[src/rtl/ripple_add_sequencer.sv]
// Multi-cycle W = N*CHUNKS bit add/subtract built on one shared N-bit ripple-carry adder.
// Operands are captured with a valid/ready handshake and processed one slice per clock, LSB slice first.

module ripple_chunk_adder #(
   parameter int N = 4
) (
   input  logic [N-1:0] a_i,
   input  logic [N-1:0] b_i,
   input  logic         c_i,
   output logic [N-1:0] sum_o,
   output logic         c_o,
   output logic         c_msb_o
);
   logic [N:0] c;

   assign c[0] = c_i;

   for (genvar i = 0; i < N; i++) begin : g_fa
      assign sum_o[i] = a_i[i] ^ b_i[i] ^ c[i];
      assign c[i+1]   = (a_i[i] & b_i[i]) | (c[i] & (a_i[i] ^ b_i[i]));
   end

   assign c_o     = c[N];
   // Carry into the top bit of the chunk; only meaningful for the top slice's overflow.
   assign c_msb_o = c[N-1];
endmodule

module ripple_add_sequencer #(
   parameter int N      = 4,
   parameter int CHUNKS = 4
) (
   input  logic                  clk_i,
   input  logic                  rst_i,
   input  logic                  in_valid_i,
   output logic                  in_ready_o,
   input  logic [N*CHUNKS-1:0]   a_i,
   input  logic [N*CHUNKS-1:0]   b_i,
   input  logic                  sub_i,
   output logic                  out_valid_o,
   input  logic                  out_ready_i,
   output logic [N*CHUNKS-1:0]   result_o,
   output logic                  carry_out_o,
   output logic                  overflow_o
);
   localparam int W  = N * CHUNKS;
   localparam int IW = (CHUNKS > 1) ? $clog2(CHUNKS) : 1;

   localparam logic [IW-1:0] IDX_LAST = IW'(CHUNKS - 1);

   localparam logic [1:0] S_IDLE = 2'd0;
   localparam logic [1:0] S_RUN  = 2'd1;
   localparam logic [1:0] S_DONE = 2'd2;

   logic [1:0]    state_q, state_d;
   logic [IW-1:0] idx_q, idx_d;
   logic [W-1:0]  a_q, a_d;
   logic [W-1:0]  b_q, b_d;
   logic          carry_q, carry_d;
   logic [W-1:0]  result_q, result_d;
   logic          cout_q, cout_d;
   logic          ovf_q, ovf_d;

   logic [N-1:0]  sl_a;
   logic [N-1:0]  sl_b;
   logic [N-1:0]  chunk_sum;
   logic          chunk_c;
   logic          chunk_cmsb;

   always_comb begin
      sl_a = '0;
      sl_b = '0;
      for (int s = 0; s < CHUNKS; s++) begin
         if (idx_q == IW'(s)) begin
            sl_a = a_q[s*N +: N];
            sl_b = b_q[s*N +: N];
         end
      end
   end

   ripple_chunk_adder #(.N(N)) u_chunk (
      .a_i     (sl_a),
      .b_i     (sl_b),
      .c_i     (carry_q),
      .sum_o   (chunk_sum),
      .c_o     (chunk_c),
      .c_msb_o (chunk_cmsb)
   );

   always_comb begin
      state_d  = state_q;
      idx_d    = idx_q;
      a_d      = a_q;
      b_d      = b_q;
      carry_d  = carry_q;
      result_d = result_q;
      cout_d   = cout_q;
      ovf_d    = ovf_q;
      case (state_q)
         S_IDLE: begin
            if (in_valid_i) begin
               // Subtraction is folded into the add: B is inverted here and the +1 rides in as carry-in.
               a_d     = a_i;
               b_d     = sub_i ? ~b_i : b_i;
               carry_d = sub_i;
               idx_d   = '0;
               state_d = S_RUN;
            end
         end
         S_RUN: begin
            for (int s = 0; s < CHUNKS; s++) begin
               if (idx_q == IW'(s)) begin
                  result_d[s*N +: N] = chunk_sum;
               end
            end
            carry_d = chunk_c;
            if (idx_q == IDX_LAST) begin
               cout_d  = chunk_c;
               ovf_d   = chunk_c ^ chunk_cmsb;
               state_d = S_DONE;
            end else begin
               idx_d = idx_q + IW'(1);
            end
         end
         S_DONE: begin
            if (out_ready_i) begin
               state_d = S_IDLE;
            end
         end
         default: begin
            state_d = S_IDLE;
         end
      endcase
   end

   always_ff @(posedge clk_i or posedge rst_i) begin
      if (rst_i) begin
         state_q  <= S_IDLE;
         idx_q    <= '0;
         a_q      <= '0;
         b_q      <= '0;
         carry_q  <= 1'b0;
         result_q <= '0;
         cout_q   <= 1'b0;
         ovf_q    <= 1'b0;
      end else begin
         state_q  <= state_d;
         idx_q    <= idx_d;
         a_q      <= a_d;
         b_q      <= b_d;
         carry_q  <= carry_d;
         result_q <= result_d;
         cout_q   <= cout_d;
         ovf_q    <= ovf_d;
      end
   end

   assign in_ready_o  = (state_q == S_IDLE);
   assign out_valid_o = (state_q == S_DONE);
   assign result_o    = result_q;
   assign carry_out_o = cout_q;
   assign overflow_o  = ovf_q;
endmodule

[config.mk]
export PLATFORM = sky130hd
export DESIGN_NAME = ripple_add_sequencer
export DESIGN_NICKNAME = d
export VERILOG_FILES = /design/src/rtl/ripple_add_sequencer.sv
export SDC_FILE = /design/constraint.sdc
export NUM_CORES = 1
export LEC_CHECK = 0
export ABC_AREA = 1
export CAP_MARGIN = 20
export CORE_MARGIN = 10
export CORE_UTILIZATION = 53
export CTS_BUF_LIST = sky130_fd_sc_hd__clkbuf_4 sky130_fd_sc_hd__clkbuf_8
export CTS_CLUSTER_DIAMETER = 60
export DETAILED_ROUTE_END_ITERATION = 8
export PLACE_DENSITY = 0.83
export SETUP_SLACK_MARGIN = 0.15
export SLEW_MARGIN = 30
export SYNTH_ARGS = -nofsm -noshare
export SYNTH_HDL_FRONTEND = slang
export SYNTH_SLANG_ARGS = --single-unit
[constraint.sdc]
create_clock -name clk_i -period 3.9 [get_ports clk_i]
set_input_delay 0.585 -clock clk_i [delete_from_list [all_inputs] [get_ports clk_i]]
set_output_delay 0.585 -clock clk_i [all_outputs]
set_load 0.005 [all_outputs]
==> images/cell_classes.png <==
Bar = 20 um.
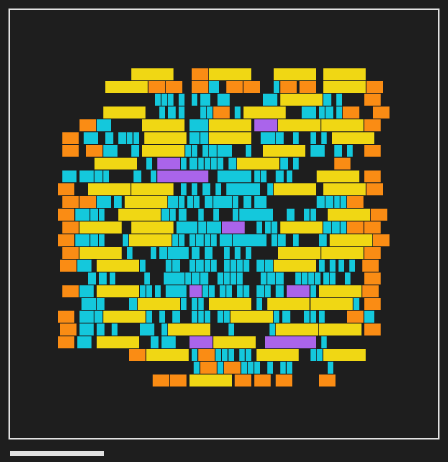
Key: yellow = flip-flops [cells 55]; orange = other buffers and delay cells [cells 56]; purple = clock drivers and dummy loads [cells 8]; cyan = all other logic [cells 243]
Final Cell Area: 0.00339 mm2
Site Rows: 25
flop share of the area: 40.6%

==> images/final_congestion.png <==
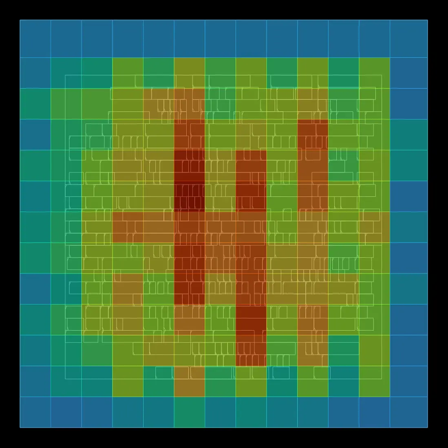
final core occ: 70.3%
met3 GRT Util: 4.28%
M2 GR Usage: 23.9%
Routed WL per cell: 13.4 um
Most Used Layer, Global Route: met2

==> images/registers.png <==
Bar = 20 um. Other sequential cells in the stronger grey, the rest of the logic in the fainter grey.
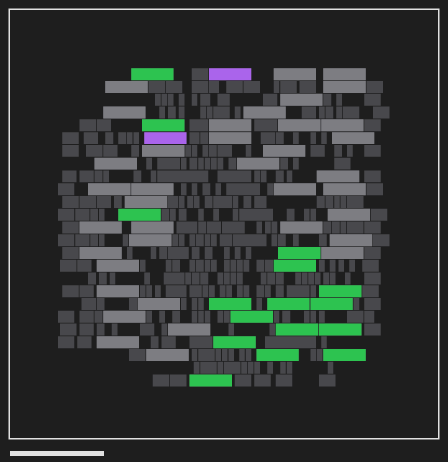
Key: green = a_q [sequential cells 16]; purple = state_q [sequential cells 2]
Another 37 sequential cells are not coloured.
Reg area: 0.00138 mm2
sequential group power: 0.00102 W

==> images/metal_stack.png <==
Bar = 20 um. Two of the layers only.
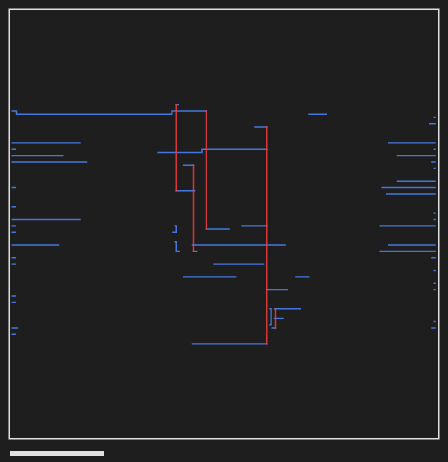
Key: red = met4 [wire length 112 um]; blue = met3 [wire length 331 um]
DR vias: 2121
Overall Global Routing Usage: 14.7%
Post-Route WL: 5760 um

==> CHANGELOG.md <==
## Implementation

* Critical Path End Type: flop
* RSZ-0062 raised after global routing: no
* Hold Startpoint: result_o[9]$_DFFE_PP0P_
* CORE AREA at 0.00482 mm2
* Num ports at 57
* Routed length on met1 at 2640 um
* Critical path class: reg -> reg
* Outcome: completed
* Sw Ratio at 41.3%
* Root Buffer: clkbuf_8
* Slew Limit Headroom at 39.2%
* Drt pass-1 iters at 4
* Yosys Chip Area at 0.00269 mm2
* Maximum clock frequency at 307 MHz
* Setup slack at placement at 0.661 ns
* Fraction of registers with async set/reset at 100%
* Hold-fix buffers, CTS at 0
* Most frequent cells in the layout: 119 x nand2_1, 56 x clkdlybuf4s50_1, 55 x dfrtp_1, 32 x o21ai_0, 19 x inv_1
* Tmin final at 3.26 ns
* Non-Filler Instances at 429
* Area of placed instances at 0.00325 mm2
* First-pass GRT wire length at 10200 um
* CLK BUF at 5
* Logic share of the area at 33.9%
* Cell mode on critical path: inv_1
* Tap Cells at 67
* Worst-path clk slew at 0.10 ns
* FP Util at 55.8%
* Cell family with most CP delay: adder cells
* Post-synth seq share at 51.2%
* Initial antenna violation count at 0
* Hold Path End: result_o[9]$_DFFE_PP0P_
* Xor/xnor share at 5.54%
* Proportion of layout cells with a drive suffix above 1 at 5.80%
* Grt met1 use at 18.2%
* R2R depth at 16
* Post-CTS setup buffers at 0
* CTS Buf Count at 5
* Wire length on met3 at 331 um
* Synth unique cells at 25
Power figures rest on the tool's default switching activity, not on a simulated workload.
